## src/rtl/mem_port_arbiter_pkg.sv

```systemverilog
// Shared cache/memory line-port types and the arbiter owner encoding.
package mem_port_arbiter_pkg;

  localparam int MEM_ADDR_W   = 32;
  localparam int MEM_LINE_W   = 128;
  localparam int STARVE_CNT_W = 4;

  typedef enum logic {
    ARB_I = 1'b0,
    ARB_D = 1'b1
  } arb_owner_e;

  typedef struct packed {
    logic                  valid;
    logic                  rw;
    logic [MEM_ADDR_W-1:0] addr;
    logic [MEM_LINE_W-1:0] data;
  } mem_req_type;

  typedef struct packed {
    logic                  ready;
    logic [MEM_LINE_W-1:0] data;
  } mem_data_type;

  // Saturating increment used by the starvation counter.
  function automatic logic [STARVE_CNT_W-1:0] sat_inc(
    input logic [STARVE_CNT_W-1:0] value,
    input logic [STARVE_CNT_W-1:0] limit
  );
    if (value >= limit) begin
      return limit;
    end
    return value + STARVE_CNT_W'(1);
  endfunction

endpackage

```

## src/rtl/mem_port_arbiter_pick.sv

```systemverilog
// Combinational winner selection between the I-cache and D-cache requests.
module arb_pick
  import mem_port_arbiter_pkg::*;
#(
  parameter int D_PRIORITY   = 1,
  parameter int STARVE_LIMIT = 3
) (
  input  logic                    i_valid,
  input  logic                    d_valid,
  input  arb_owner_e              last_grant,
  input  logic [STARVE_CNT_W-1:0] starve_cnt,
  output logic                    grant_valid,
  output arb_owner_e              winner
);

  localparam logic [STARVE_CNT_W-1:0] STARVE_MAX = STARVE_CNT_W'(STARVE_LIMIT);

  // A lone requester always wins; a tie is broken by priority mode.
  always_comb begin
    grant_valid = i_valid | d_valid;
    winner      = ARB_I;
    if (d_valid && !i_valid) begin
      winner = ARB_D;
    end else if (i_valid && d_valid) begin
      if (D_PRIORITY != 0) begin
        // D normally wins, but I is forced once it has waited STARVE_LIMIT grants.
        winner = (starve_cnt == STARVE_MAX) ? ARB_I : ARB_D;
      end else begin
        winner = (last_grant == ARB_D) ? ARB_I : ARB_D;
      end
    end
  end

endmodule

```

## src/rtl/mem_port_arbiter.sv

```systemverilog
// Shares one main-memory line port between the I-cache and D-cache controllers.
// The granted request is captured into a holding register and replayed until
// memory signals ready; the response is routed to the owner only.
module mem_port_arbiter
  import mem_port_arbiter_pkg::*;
#(
  parameter int ADDR_W       = MEM_ADDR_W,
  parameter int LINE_W       = MEM_LINE_W,
  parameter int D_PRIORITY   = 1,
  parameter int STARVE_LIMIT = 3
) (
  input  logic         clock,
  input  logic         reset,
  input  mem_req_type  i_mem_req,
  output mem_data_type i_mem_data,
  input  mem_req_type  d_mem_req,
  output mem_data_type d_mem_data,
  output mem_req_type  mem_req,
  input  mem_data_type mem_data,
  output logic         busy,
  output logic         owner
);

  // state     | meaning
  // ARB_IDLE  | no transaction owned; arbitrate and latch the winner
  // ARB_ISSUE | holding register driven to memory until mem_data.ready
  typedef enum logic {
    ARB_IDLE  = 1'b0,
    ARB_ISSUE = 1'b1
  } arb_state_e;

  localparam logic [STARVE_CNT_W-1:0] STARVE_MAX = STARVE_CNT_W'(STARVE_LIMIT);

  arb_state_e              state;
  arb_state_e              state_nxt;
  logic                    grant_take;
  logic                    pick_valid;
  arb_owner_e              pick_winner;
  arb_owner_e              owner_q;
  arb_owner_e              last_grant;
  logic [STARVE_CNT_W-1:0] starve_cnt;
  mem_req_type             win_req;
  logic                    hold_rw;
  logic [ADDR_W-1:0]       hold_addr;
  logic [LINE_W-1:0]       hold_data;

  arb_pick #(
    .D_PRIORITY   (D_PRIORITY),
    .STARVE_LIMIT (STARVE_LIMIT)
  ) u_pick (
    .i_valid     (i_mem_req.valid),
    .d_valid     (d_mem_req.valid),
    .last_grant  (last_grant),
    .starve_cnt  (starve_cnt),
    .grant_valid (pick_valid),
    .winner      (pick_winner)
  );

  // Request of whichever side the selector chose this cycle.
  always_comb begin
    win_req = (pick_winner == ARB_D) ? d_mem_req : i_mem_req;
  end

  // State register; reset drops mem_req.valid asynchronously via ARB_IDLE.
  always_ff @(posedge clock or negedge reset) begin
    if (!reset) begin
      state <= ARB_IDLE;
    end else begin
      state <= state_nxt;
    end
  end

  // Next-state and output decode; responses are combinational from mem_data.
  always_comb begin
    state_nxt  = state;
    grant_take = 1'b0;
    busy       = 1'b0;
    mem_req    = '0;
    i_mem_data = '0;
    d_mem_data = '0;
    case (state)
      ARB_IDLE: begin
        // A ready arriving here is stale (e.g. after reset) and is dropped.
        if (pick_valid) begin
          grant_take = 1'b1;
          state_nxt  = ARB_ISSUE;
        end
      end
      ARB_ISSUE: begin
        busy          = 1'b1;
        mem_req.valid = 1'b1;
        mem_req.rw    = hold_rw;
        mem_req.addr  = hold_addr;
        mem_req.data  = hold_data;
        if (mem_data.ready) begin
          state_nxt = ARB_IDLE;
          if (owner_q == ARB_D) begin
            d_mem_data.ready = 1'b1;
            d_mem_data.data  = mem_data.data;
          end else begin
            i_mem_data.ready = 1'b1;
            i_mem_data.data  = mem_data.data;
          end
        end
      end
      default: state_nxt = ARB_IDLE;
    endcase
  end

  // Holding register, ownership and fairness bookkeeping.
  always_ff @(posedge clock or negedge reset) begin
    if (!reset) begin
      hold_rw    <= 1'b0;
      hold_addr  <= '0;
      hold_data  <= '0;
      owner_q    <= ARB_I;
      last_grant <= ARB_D;
      starve_cnt <= '0;
    end else begin
      if (grant_take) begin
        owner_q   <= pick_winner;
        hold_rw   <= win_req.rw;
        hold_addr <= win_req.addr;
        hold_data <= win_req.data;
        if (pick_winner == ARB_I) begin
          starve_cnt <= '0;
        end else if (i_mem_req.valid) begin
          // D took the port while I was waiting.
          starve_cnt <= sat_inc(starve_cnt, STARVE_MAX);
        end
      end
      if (state == ARB_ISSUE && mem_data.ready) begin
        last_grant <= owner_q;
      end
    end
  end

  assign owner = owner_q;

endmodule

```

## config.mk

```make
export PLATFORM = sky130hd
export DESIGN_NAME = mem_port_arbiter
export DESIGN_NICKNAME = d
export VERILOG_FILES = /design/src/rtl/mem_port_arbiter_pkg.sv /design/src/rtl/mem_port_arbiter_pick.sv /design/src/rtl/mem_port_arbiter.sv
export SDC_FILE = /design/constraint.sdc
export NUM_CORES = 1
export LEC_CHECK = 0
export ABC_AREA = 1
export CAP_MARGIN = 10
export CORE_AREA = 3 3 340 342
export CTS_BUF_LIST = sky130_fd_sc_hd__clkbuf_2 sky130_fd_sc_hd__clkbuf_4 sky130_fd_sc_hd__clkbuf_8
export CTS_CLUSTER_SIZE = 30
export DETAILED_ROUTE_END_ITERATION = 12
export DIE_AREA = 0 0 343 345
export PLACE_DENSITY = 0.44
export SYNTH_ARGS = -nofsm -noshare
export SYNTH_HDL_FRONTEND = slang
export SYNTH_SLANG_ARGS = --single-unit
```

## constraint.sdc

```tcl
create_clock -name clock -period 1.5 [get_ports clock]
set_clock_uncertainty 0.1 [all_clocks]
set_input_delay 0.3 -clock clock [delete_from_list [all_inputs] [get_ports clock]]
set_output_delay 0.3 -clock clock [all_outputs]
set_load 0.01 [all_outputs]
```

### Routed metal, one color a layer

Two of the layers only.
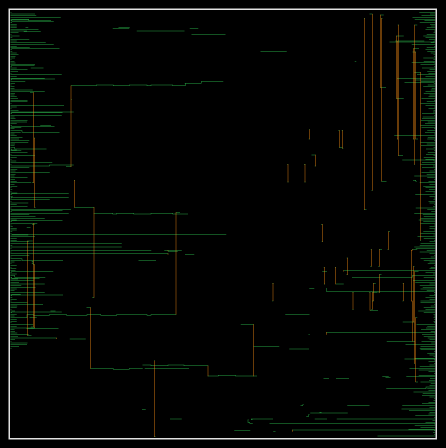
| color | layer | wire length |
|---|---|---|
| green | M3 | 6930 um |
| orange | M4 | 2370 um |

### Clock wires, drivers and flops

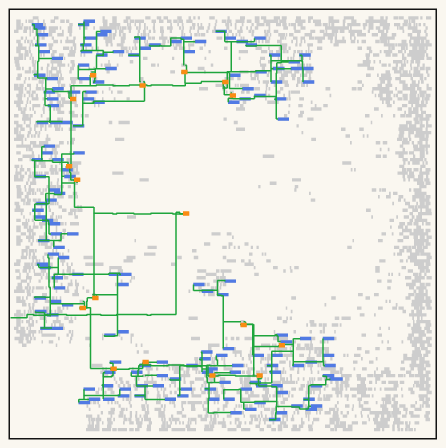
[green] clock wires | length: 3480 um
[blue] flip-flops | count: 167
[orange] clock-net drivers | count: 17
routed clock nets: 18

==> impl_metrics.py <==
# Generated from Yosys and OpenROAD reports
metrics = {
    "run_status": {
        "outcome": "finished with violations",
        "violations": "negative setup slack",
    },
    "sta": {
        "post-route-period-util_pct": 178,
        "hold_slack_ns": 0.106,
        "max_freq_mhz": 375,
        "fin_ws_ns": -1.17,
        "final.setup.tns_ns": -446.30,
        "finalSetupViolCount": 587,
        "hold_violations": 0,
        "rsz0062_at_grt": "true",
    },
    "critical_path": {
        "crit_arrival_ns": 2.27,
        "crit_fanout": 17,
        "crit_required_ns": 1.10,
        "cp_slowest_cell": "dfrtp_4",
        "reg2reg_from": "state",
    },
    "clocking": {
        "cts_tree": "yes",
        "numCtsBuffers": 17,
        "path_clk_slew_ns": 0.12,
        "clock_sinks": 167,
        "worst_skew_pair.late_latency_ns": 0.56,
    },
    "place": {
        "gp_congestion": 0.863,
        "dp_hpwl_um": 70800,
        "place_inst": 4543,
    },
    "yosys": {
        "ys_area_mm2": 0.0123,
        "syn_area_mm2": 0.0123,
        "numSynthFlops": 167,
        "synth-simple-area-share_pct": 41.2,
        "ys.warnings.count": 0,
        "syn_avg_cell_area_um2": 5.70,
        "post_synth_num_cell_types": 19,
        "ys_sh_adder_pct": 0.101,
    },
    "die": {
        "fp_util_pct": 11.0,
        "die-area_mm2": 0.118,
        "num_rows": 123,
    },
    "cells_and_area": {
        "stdcell_count": 4689,
        "final_core_util_pct": 24.0,
        "post-route-cell-area_mm2": 0.0271,
    },
    "route": {
        "dr.pass1.iters": 5,
        "wl_met2_um": 44500,
        "viasPerCell": 3.50,
    },
    "pwr": {
        "p_int_mw": 16.2,
        "pg_clk_mw": 3.56,
        "cellLeakagePower_nw": 15.4,
        "pg_seq_mw": 7.35,
        "clkPwrFrac_pct": 12.6,
    },
    "global_route": {
        "globalRouteTotalUtil_pct": 13.7,
    },
    "job": {
        "drv_cap": 0,
    },
    "min_path": {
        "hold_path.class": "in2async",
    },
}
==> worst max path at each step <==
| stage | startpoint | endpoint | slack [ns] | depth (start not counted) |
|---|---|---|---|---|
| 6_report | state | d_mem_data[114] | -1.17 | 6 |
| 5_1_grt | state | d_mem_data[116] | -1.29 | 6 |
| 4_1_cts | state | mem_req[149] | -1.35 | 5 |
| 3_5_place_dp | mem_data[128] | d_mem_data[4] | -1.12 | 7 |
| 3_3_place_gp | mem_data[128] | d_mem_data[4] | -1.09 | 7 |
| 2_1_floorplan | state | i_mem_data[23] | -0.21 | 7 |
==> final cells by class <==
class | count | area [um^2] | share of cell area (%)
clock inverters | 13 | 133 | 0.490
diodes | 10 | 25.0 | 0.0925
well taps | 1500 | 1880 | 6.94
multi-input cells | 1245 | 6750 | 24.9
inverters | 621 | 2350 | 8.70
clock buffers | 19 | 249 | 0.920
flip-flops and latches | 167 | 4180 | 15.5
repair buffers | 1112 | 11400 | 42.3
repair inverters | 2 | 40.0 | 0.148
==> registers in the layout (all words and copies together) (netlist names) <==
register	count
starve_cnt	4
hold_data	128
hold_addr	32
owner	1
hold_rw	1
state	1
==> worst max-delay path, delay by kind of cell (launching register included) <==
| family | cells | cell delay (ns) |
|---|---|---|
| and+or+nand+nor | 2 | 0.10 |
| buffers and inverters | 4 | 1.03 |
| DFF | 1 | 0.54 |
==> synthesized netlist by cell type <==
library cell,count
nand2_1,653
buf_1,13
dfrtp_1,167
inv_2,3
nand2_2,1
o21ai_0,2
nand2_4,1
clkbuf_1,32
buf_6,12
nand3b_1,1
inv_1,618
nor3_2,1
nor2_1,259
o21ai_2,1
buf_4,13
nand3_1,324
nor2_2,1
buf_2,64
ha_1,1
==> metal layers <==
metal,track usage [%],up-vias
li1,-,8153
met1,15.2,7469
met2,24.8,632
met3,4.35,117
met4,3.91,18
met5,0,-
No activity file was given, so power comes from the tool's default toggle rates.
